**src/rtl/board_io_pkg.sv**
```systemverilog
// Shared constants and types for the board_io_pio key/LED peripheral.
package board_io_pkg;

    localparam int BLINK_W = 24;

    typedef logic [2:0] reg_addr_t;

    localparam reg_addr_t ADDR_KEY_STATE    = 3'd0;
    localparam reg_addr_t ADDR_EDGE_CAPTURE = 3'd1;
    localparam reg_addr_t ADDR_IRQ_MASK     = 3'd2;
    localparam reg_addr_t ADDR_LED_OUT      = 3'd3;
    localparam reg_addr_t ADDR_LED_BLINK    = 3'd4;
    localparam reg_addr_t ADDR_BLINK_HALF   = 3'd5;

endpackage

```
**src/rtl/board_io_pio_key_debounce.sv**
```systemverilog
// Per-key synchroniser and debouncer; pressed_pulse_o marks the cycle the
// debounced state is about to go from released to pressed.
module key_debounce
    import board_io_pkg::*;
#(
    parameter int DEBOUNCE_CYCLES = 1_000_000
) (
    input  logic clk,
    input  logic reset_n,
    input  logic key_n_i,
    output logic state_o,
    output logic pressed_pulse_o
);

    localparam int CNT_W = $clog2(DEBOUNCE_CYCLES);
    localparam logic [CNT_W-1:0] CNT_LAST = CNT_W'(DEBOUNCE_CYCLES - 1);

    logic [1:0]       sync_q;
    logic             pressed_s;
    logic             expire_s;
    logic [CNT_W-1:0] cnt_q, cnt_d;
    logic             state_q, state_d;

    // Sync flops idle at the released level so a held key is seen as a fresh press.
    always_ff @(posedge clk or negedge reset_n) begin
        if (!reset_n) begin
            sync_q  <= 2'b11;
            cnt_q   <= '0;
            state_q <= 1'b0;
        end else begin
            sync_q  <= {sync_q[0], key_n_i};
            cnt_q   <= cnt_d;
            state_q <= state_d;
        end
    end

    assign pressed_s = ~sync_q[1];
    assign expire_s  = (pressed_s != state_q) && (cnt_q == CNT_LAST);

    // Count consecutive disagreeing cycles; accept the new level when the count expires.
    always_comb begin
        cnt_d   = cnt_q;
        state_d = state_q;
        if (pressed_s == state_q) begin
            cnt_d = '0;
        end else if (expire_s) begin
            cnt_d   = '0;
            state_d = pressed_s;
        end else begin
            cnt_d = cnt_q + CNT_W'(1);
        end
    end

    assign state_o         = state_q;
    assign pressed_pulse_o = expire_s & pressed_s;

endmodule

```
**src/rtl/board_io_pio.sv**
```systemverilog
// Avalon-MM key/LED PIO: debounced keys, edge capture with maskable irq, LED bank.
// Define BOARD_IO_PIO_BLINK_EN to build the blink engine (LED_BLINK, BLINK_HALF).
module board_io_pio
    import board_io_pkg::*;
#(
    parameter int NUM_KEYS        = 3,
    parameter int NUM_LEDS        = 26,
    parameter int DEBOUNCE_CYCLES = 1_000_000
) (
    input  logic                clk,
    input  logic                reset_n,
    input  reg_addr_t           address,
    input  logic                read,
    input  logic                write,
    input  logic [31:0]         writedata,
    output logic [31:0]         readdata,
    output logic                irq,
    input  logic [NUM_KEYS-1:0] key_n,
    output logic [NUM_LEDS-1:0] leds
);

    logic [NUM_KEYS-1:0] key_state_s, press_s;
    logic [NUM_KEYS-1:0] edge_q, edge_d, mask_q, mask_d, w1c_s;
    logic [NUM_LEDS-1:0] led_out_q, led_out_d, led_mask_s, leds_q, leds_d;
    logic [31:0]         rd_mux_s, readdata_q, readdata_d;
    logic                irq_q, irq_d;
    logic                unused_s;

    for (genvar k = 0; k < NUM_KEYS; k++) begin : g_key
        key_debounce #(
            .DEBOUNCE_CYCLES(DEBOUNCE_CYCLES)
        ) u_key (
            .clk            (clk),
            .reset_n        (reset_n),
            .key_n_i        (key_n[k]),
            .state_o        (key_state_s[k]),
            .pressed_pulse_o(press_s[k])
        );
    end

    assign unused_s = ^writedata;

`ifdef BOARD_IO_PIO_BLINK_EN
    logic [NUM_LEDS-1:0] blink_q, blink_d;
    logic [BLINK_W-1:0]  half_q, half_d, bcnt_q, bcnt_d;
    logic                phase_q, phase_d;
    logic                wr_half_s;

    assign wr_half_s = write && (address == ADDR_BLINK_HALF);

    // Blink register writes and the half-period counter that drives phase.
    always_comb begin
        blink_d = blink_q;
        half_d  = half_q;
        bcnt_d  = bcnt_q;
        phase_d = phase_q;
        if (write && (address == ADDR_LED_BLINK)) begin
            blink_d = writedata[NUM_LEDS-1:0];
        end else begin
            blink_d = blink_q;
        end
        if (wr_half_s) begin
            half_d  = writedata[BLINK_W-1:0];
            bcnt_d  = '0;
            phase_d = 1'b1;
        end else if (half_q == '0) begin
            bcnt_d  = '0;
            phase_d = 1'b1;
        end else if (bcnt_q == half_q - BLINK_W'(1)) begin
            bcnt_d  = '0;
            phase_d = ~phase_q;
        end else begin
            bcnt_d = bcnt_q + BLINK_W'(1);
        end
    end

    // Blink state registers; phase idles high so blinking LEDs start lit.
    always_ff @(posedge clk or negedge reset_n) begin
        if (!reset_n) begin
            blink_q <= '0;
            half_q  <= '0;
            bcnt_q  <= '0;
            phase_q <= 1'b1;
        end else begin
            blink_q <= blink_d;
            half_q  <= half_d;
            bcnt_q  <= bcnt_d;
            phase_q <= phase_d;
        end
    end

    assign led_mask_s = ~blink_q | {NUM_LEDS{phase_q}};
`else
    assign led_mask_s = '1;
`endif

    // Register file next state; a capture event overrides a same-cycle W1C.
    always_comb begin
        w1c_s     = '0;
        mask_d    = mask_q;
        led_out_d = led_out_q;
        if (write && (address == ADDR_EDGE_CAPTURE)) begin
            w1c_s = writedata[NUM_KEYS-1:0];
        end else begin
            w1c_s = '0;
        end
        if (write && (address == ADDR_IRQ_MASK)) begin
            mask_d = writedata[NUM_KEYS-1:0];
        end else begin
            mask_d = mask_q;
        end
        if (write && (address == ADDR_LED_OUT)) begin
            led_out_d = writedata[NUM_LEDS-1:0];
        end else begin
            led_out_d = led_out_q;
        end
        edge_d = (edge_q & ~w1c_s) | press_s;
        irq_d  = |(edge_q & mask_q);
        leds_d = led_out_q & led_mask_s;
    end

    // Read mux sees pre-write register values.
    always_comb begin
        rd_mux_s = 32'h0;
        case (address)
            ADDR_KEY_STATE:    rd_mux_s = 32'(key_state_s);
            ADDR_EDGE_CAPTURE: rd_mux_s = 32'(edge_q);
            ADDR_IRQ_MASK:     rd_mux_s = 32'(mask_q);
            ADDR_LED_OUT:      rd_mux_s = 32'(led_out_q);
`ifdef BOARD_IO_PIO_BLINK_EN
            ADDR_LED_BLINK:    rd_mux_s = 32'(blink_q);
            ADDR_BLINK_HALF:   rd_mux_s = 32'(half_q);
`endif
            default:           rd_mux_s = 32'h0;
        endcase
        readdata_d = read ? rd_mux_s : 32'h0;
    end

    // Register file and registered outputs.
    always_ff @(posedge clk or negedge reset_n) begin
        if (!reset_n) begin
            edge_q     <= '0;
            mask_q     <= '0;
            led_out_q  <= '0;
            leds_q     <= '0;
            readdata_q <= 32'h0;
            irq_q      <= 1'b0;
        end else begin
            edge_q     <= edge_d;
            mask_q     <= mask_d;
            led_out_q  <= led_out_d;
            leds_q     <= leds_d;
            readdata_q <= readdata_d;
            irq_q      <= irq_d;
        end
    end

    assign readdata = readdata_q;
    assign irq      = irq_q;
    assign leds     = leds_q;

endmodule

```
**config.mk**
```make
export PLATFORM = sky130hd
export DESIGN_NAME = board_io_pio
export DESIGN_NICKNAME = d
export VERILOG_FILES = /design/src/rtl/board_io_pkg.sv /design/src/rtl/board_io_pio_key_debounce.sv /design/src/rtl/board_io_pio.sv
export SDC_FILE = /design/constraint.sdc
export NUM_CORES = 1
export LEC_CHECK = 0
export ABC_CLOCK_PERIOD_IN_PS = 4500
export CAP_MARGIN = 20
export CORE_ASPECT_RATIO = 0.7
export CORE_MARGIN = 2
export CORE_UTILIZATION = 40
export DETAILED_ROUTE_END_ITERATION = 16
export SLEW_MARGIN = 20
export SYNTH_ARGS = -nofsm -noshare
export SYNTH_HDL_FRONTEND = slang
export SYNTH_SLANG_ARGS = --single-unit
```
**constraint.sdc**
```tcl
create_clock -name clk -period 4.5 [get_ports clk]
set_input_delay 0.9 -clock clk [delete_from_list [all_inputs] [get_ports clk]]
set_output_delay 0.9 -clock clk [all_outputs]
set_load 0.01 [all_outputs]
```
Run 1, logic cells by family:
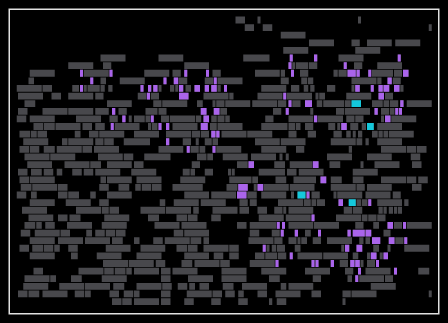
Key: purple = nor cells [cells 101, most used nor2_1]; cyan = non-inverting ao/oa cells [cells 4, most used a21o_1, where middle right]
final std cells w/o fill: 815
combinational share of cell area: 28.2%
Top cell excl fill/tap: sky130_fd_sc_hd__dfrtp_1

Run 1, zoomed window:
Bar = 5 µm. Region (66, 66) to (86, 86) µm. Cells in gray, sequential cells in the stronger gray; small squares are vias.
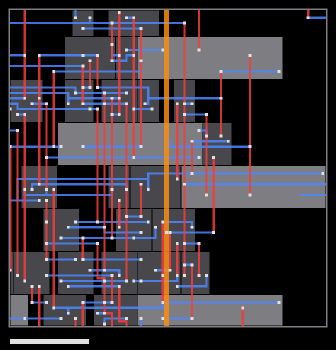
Key: orange = metal 4; red = metal 2; blue = metal 1
Sequential cells in the window: 4. Most frequent: nor4_1 (5), dfrtp_1 (4). Netlist names of flops here include g_key.u_key.cnt_q (4). 27 logic cells have their middle in the window.

==> ds_physical_params.txt, run 1 <==
Characteristics after synthesis and place and route

Parameter                              Value

Critical path
  Cell type of the slowest stage on the worst timing path .................. sky130_fd_sc_hd__nor2_2
  Crit Path Category .................. in2reg
  Capture point of the critical path .................. readdata[9]
  Cells traversed along the worst timing path .................. clkdlybuf4s50_1, nand2_1, nor2_2, and2_1

GRT
  Grt met2 use .................. 23.9%
  Wire length of the first global-routing pass .................. 20800 µm

Timing
  Worst clock skew on the final layout .................. about 0.016 ns
  Part of the cycle the worst path needs .................. 50.6%
  Actual transition at the worst max-transition pin .................. 0.914 ns

Yosys
  And-or/or-and share of the synthesized area .................. 3.64%
  Simple-Gate Fraction of Synth Area .................. 17.9%
  Top cell area share .................. 59.6%
  Primary FF master, synth .................. sky130_fd_sc_hd__dfrtp_1
  Library cell with the largest summed area after synthesis .................. sky130_fd_sc_hd__dfrtp_1

Die
  Number of core rows .................. 38
  Die span in x .................. between 150 and 200 µm
  Chip area .................. around 17000 µm²
  Number of primary I/O pins .................. 101

Cells and area
  Fillcell total .................. approximately 1300

Routing
  Per-cell via count in the routed design .................. 4.93

Status
  Result of the run .................. complete, no violations

Clock tree
  Count of instances resized after the clock tree is built .................. 0
  CTS tree .................. yes

Placed design
  Post-detail-place hpwl .................. 8350 µm
Run 1, wiring heat map:
The die is cut into 31 by 22 equal tiles; white is low, dark blue is high, scaled to the fullest tile. Values are wire area over tile area, all layers added.
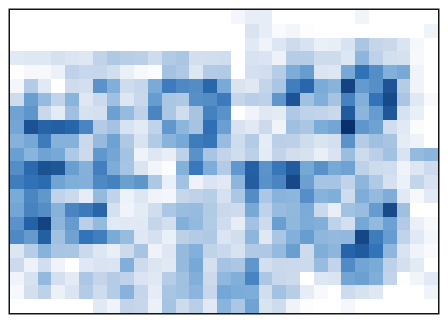
The emptiest ninth of the die: upper left. 16% of the tiles are nearly empty. The densest ninth of the die: middle left. The fullest tile reaches 0.41.
routed len/inst: 15.1 µm
GR Util All Layers: 16.1%
detailed-route wire length: 12300 µm
overall via count from detail_route: 4017

run 1: power breakdown:
part / total (µW) / internal (µW) / switching (µW)
sequential: 1580 / 1520 / 65.2
combinational: 332 / 194 / 137
clock: 1420 / 802 / 615
total: 3330 / 2510 / 818
run 1: worst max-delay path: cells and delay by family:
kind / cells / cell delay (ns)
buf+inv: 1 / 0.66
simple gates: 3 / 1.05
run 1: area by class of cell:
class / count / area (µm²) / share of cell area, %
multi-input combinational: 324 / 2220 / 28.2
clock inverter: 14 / 150 / 1.91
timing repair buffer: 91 / 905 / 11.5
sequential: 154 / 3860 / 49.0
clock buffer: 18 / 439 / 5.57
tap: 200 / 250 / 3.18
inverter: 14 / 52.6 / 0.667
run 1: Yosys cell counts (2+ instances only):
library cell	count
sky130_fd_sc_hd__dfstp_2	6
sky130_fd_sc_hd__nor4bb_1	3
sky130_fd_sc_hd__and2_1	24
sky130_fd_sc_hd__nor3b_1	2
sky130_fd_sc_hd__nor2b_1	4
sky130_fd_sc_hd__or2_2	2
sky130_fd_sc_hd__nand2_1	22
sky130_fd_sc_hd__nand4_1	13
sky130_fd_sc_hd__and4_1	2
sky130_fd_sc_hd__and3_1	6
sky130_fd_sc_hd__nor4b_1	2
sky130_fd_sc_hd__clkbuf_1	9
sky130_fd_sc_hd__nor2_1	61
sky130_fd_sc_hd__nand3_1	17
sky130_fd_sc_hd__o41ai_1	2
sky130_fd_sc_hd__xor2_1	9
sky130_fd_sc_hd__nand2b_1	2
sky130_fd_sc_hd__nand4b_1	4
sky130_fd_sc_hd__nor3_1	13
sky130_fd_sc_hd__a211oi_1	2
sky130_fd_sc_hd__ha_1	3
sky130_fd_sc_hd__nand4_4	2
sky130_fd_sc_hd__dfrtp_1	148
sky130_fd_sc_hd__xnor2_1	37
sky130_fd_sc_hd__o21ai_0	6
sky130_fd_sc_hd__a21o_1	2
sky130_fd_sc_hd__buf_4	7
sky130_fd_sc_hd__o21ai_2	3
sky130_fd_sc_hd__mux2i_1	2
sky130_fd_sc_hd__o221ai_1	3
sky130_fd_sc_hd__o31ai_1	4
sky130_fd_sc_hd__nor4_1	15
sky130_fd_sc_hd__or4_1	2
sky130_fd_sc_hd__and3b_1	2
sky130_fd_sc_hd__mux2_2	29
sky130_fd_sc_hd__inv_1	14
sky130_fd_sc_hd__a21oi_1	6
sky130_fd_sc_hd__mux4_2	3
run 1: metrics by stage:
stage               utilization, %  setup slack, ns  area [µm²]  cells
floorplan                        -             2.31        6230    510
global placement              47.5             1.78        7290    783
detailed placement            47.5             1.72        7290    783
CTS                           51.3             2.14        7880    815
global route                  51.3             2.07        7880    815
finish                        51.3             2.22        7880    815
run 1: sequential cells by signal, indices dropped and copies added, names as in the netlist:
register / flops
g_key.u_key.cnt_q: 60
led_out_q: 26
leds: 26
readdata: 26
g_key.u_key.sync_q: 6
edge_q: 3
g_key.u_key.state_o: 3
mask_q: 3
irq: 1
run 1: logic make-up after synthesis:
kind of cell / Yosys count
buffers and inverters: 32
AOI/OAI and AO/OA: 32
DFF: 154
muxes: 34
other: 1
and+or+nand+nor: 203
adders and majority gates: 3
xor gates and xnor gates: 46
Run 1, clock wiring as the flow saved it:
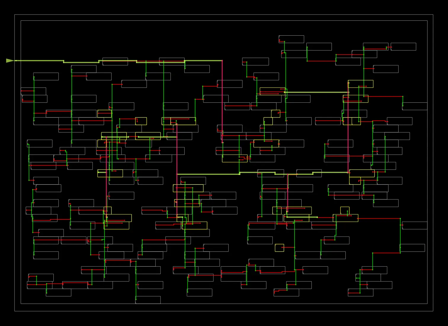

==> run 1 -> run 2 <==
- ABC_CLOCK_PERIOD_IN_PS: 4500 -> 2230
- clock period: 4.5 -> 2.23 ns (I/O delays scaled with it)
Run 2, clock wiring as the flow saved it:
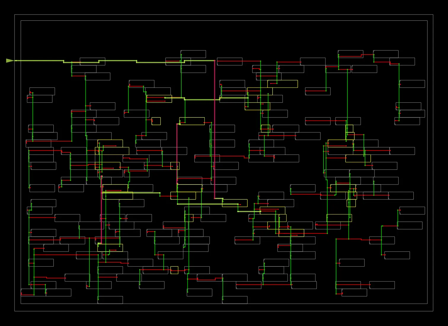
number of buffers created by CTS: 17
number of sinks on the clock net: 154
worst-skew pair later-pin latency: 0.41 ns
clock group total power: 2970 µW

==> ds_physical_params.txt, run 2 <==
Characteristics after synthesis and place and route

Parameter                              Value

Status
  Result of the run .................. complete, no violations

Cells and area
  Final std cells w/o fill .................. 832 (+2.1%)
  Register name with the most flops .................. g_key.u_key.cnt_q
  Fillcell total .................. 1321 (-1.3%)
  Top cell excl fill/tap .................. sky130_fd_sc_hd__dfrtp_1
  Max FFs per register .................. 60 (unchanged)
  Net count of the finished layout .................. 664
  Storage element area .................. 3860 µm² (unchanged)

Yosys
  Mux frac, synth .................. 6.66%
  Simple-Gate Fraction of Synth Area .................. 17.9% (unchanged)
  Top cell area share .................. 59.6% (unchanged)
  Post-synthesis cell count from yosys .................. about 510
  Library cell with the largest summed area after synthesis .................. sky130_fd_sc_hd__dfrtp_1
  And-or/or-and share of the synthesized area .................. 3.64% (unchanged)
  Post-synthesis cell type with the largest instance count .................. sky130_fd_sc_hd__dfrtp_1

Power and ir drop
  Sum of internal, switching and leakage power .................. 6860 µW

Timing
  Worst clock skew on the final layout .................. 0.0111 ns (-0.00485 ns)
  Actual transition at the worst max-transition pin .................. 0.613 ns (-0.301 ns)
  Part of the cycle the worst path needs .................. 87.6%

Die
  Die span in x .................. 153 µm (unchanged)
  Chip area .................. 16600 µm² (unchanged)
  Number of core rows .................. 38 (unchanged)

Routing
  Detailed-route wire length .................. 12700 µm (+3.1%)
  Per-cell via count in the routed design .................. 4.97 (+0.74%)
  Wire length on met1 .................. 5690 µm
  Overall via count from detail_route .................. 4131 (+2.8%)

Clock tree
  Count of instances resized after the clock tree is built .................. 0 (unchanged)
  CTS tree .................. yes
  Worst-case clock buffer depth .................. 2

GRT
  Wire length of the first global-routing pass .................. 21500 µm (+3.1%)
  GR Util All Layers .................. 16.7% (+0.60 points)
  Maximum number of pins on one net before global-route repair .................. 54

Critical path
  Crit Path Category .................. reg2reg

Placed design
  Post-detail-place hpwl .................. 8840 µm (+5.9%)
  Cells after DPL .................. 799 (+2.0%)
Run 2, logic cells by family:
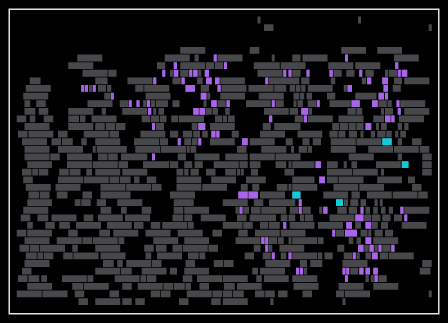
Key: purple = nor cells [cells 101, most used nor2_1]; cyan = non-inverting ao/oa cells [cells 4, most used a21o_1, where middle right]

-- run 2: cell count changes in the layout (fill, tap and decap cells not counted), moves of 2 or more --
cell,previous run,this run
sky130_fd_sc_hd__clkinvlp_4,1,3
sky130_fd_sc_hd__buf_4,3,16
sky130_fd_sc_hd__inv_6,7,5
sky130_fd_sc_hd__bufinv_16,1,3
sky130_fd_sc_hd__inv_8,3,1
sky130_fd_sc_hd__buf_12,0,3
-- run 2: cell type report --
class                      instances  area share (%)
clock buffer                      18            5.32
clock inverter                    14            2.30
inverter                          14           0.651
multi-input combinational        324            27.5
sequential                       154            47.9
tap                              200            3.10
timing repair buffer             108            13.3
-- run 2: stage by stage --
step                utilization [%]  cell area, µm²  hold slack [ns]  setup WS [ns]
floorplan                         -            6230            0.150          0.406
global placement               48.5            7440            0.347          0.242
detailed placement             48.5            7440            0.347          0.238
CTS                            52.5            8070            0.357          0.298
global route                   52.5            8070            0.363          0.103
finish                         52.5            8070            0.356          0.276
-- run 2: power by group --
part / internal, µW / switching, µW / total, µW
clock: 1790 / 1180 / 2970
sequential: 3060 / 133 / 3190
combinational: 411 / 286 / 697
-- run 2: cell families after synthesis --
kind of cell,after synthesis
xor+xnor,46
fa+ha+maj,3
flops,154
other cells,1
mux,34
simple gates,203
compound gates,32
buf+inv,32
-- run 2: metal layers --
| metal | GRT usage, % | vias to the layer above |
|---|---|---|
| li1 | - | 1975 |
| met1 | 21.2 | 2050 |
| met2 | 25.7 | 97 |
| met3 | 7.70 | 9 |
| met4 | 5.09 | 0 |
| met5 | 0 | - |
-- run 2: path summary, 6_finish.rpt --
| path | end | slack (ns) | cells after the start |
|---|---|---|---|
| worst max-delay path | g_key[0].u_key.cnt_q[18] | 0.28 | 5 |
| worst min-delay path | g_key[2].u_key.sync_q[1] | 0.36 | 0 |
| worst max register to register | g_key[0].u_key.cnt_q[18] | 0.28 | 5 |
| worst min register to register | g_key[2].u_key.sync_q[1] | 0.36 | 0 |
| max in group asynchronous | g_key[1].u_key.sync_q[0] | 1.00 | 3 |
| min in group asynchronous | g_key[2].u_key.cnt_q[12] | 0.54 | 2 |
-- run 2: critical path: stages (launching register included) --
cell                       delay [ns]
sky130_fd_sc_hd__dfrtp_1         0.40
sky130_fd_sc_hd__ha_1            0.20
sky130_fd_sc_hd__nand3_1         0.28
sky130_fd_sc_hd__nor4_1          0.66
sky130_fd_sc_hd__nor2_1          0.08
sky130_fd_sc_hd__a211oi_1        0.23
Power is estimated from default activity; no workload was simulated.
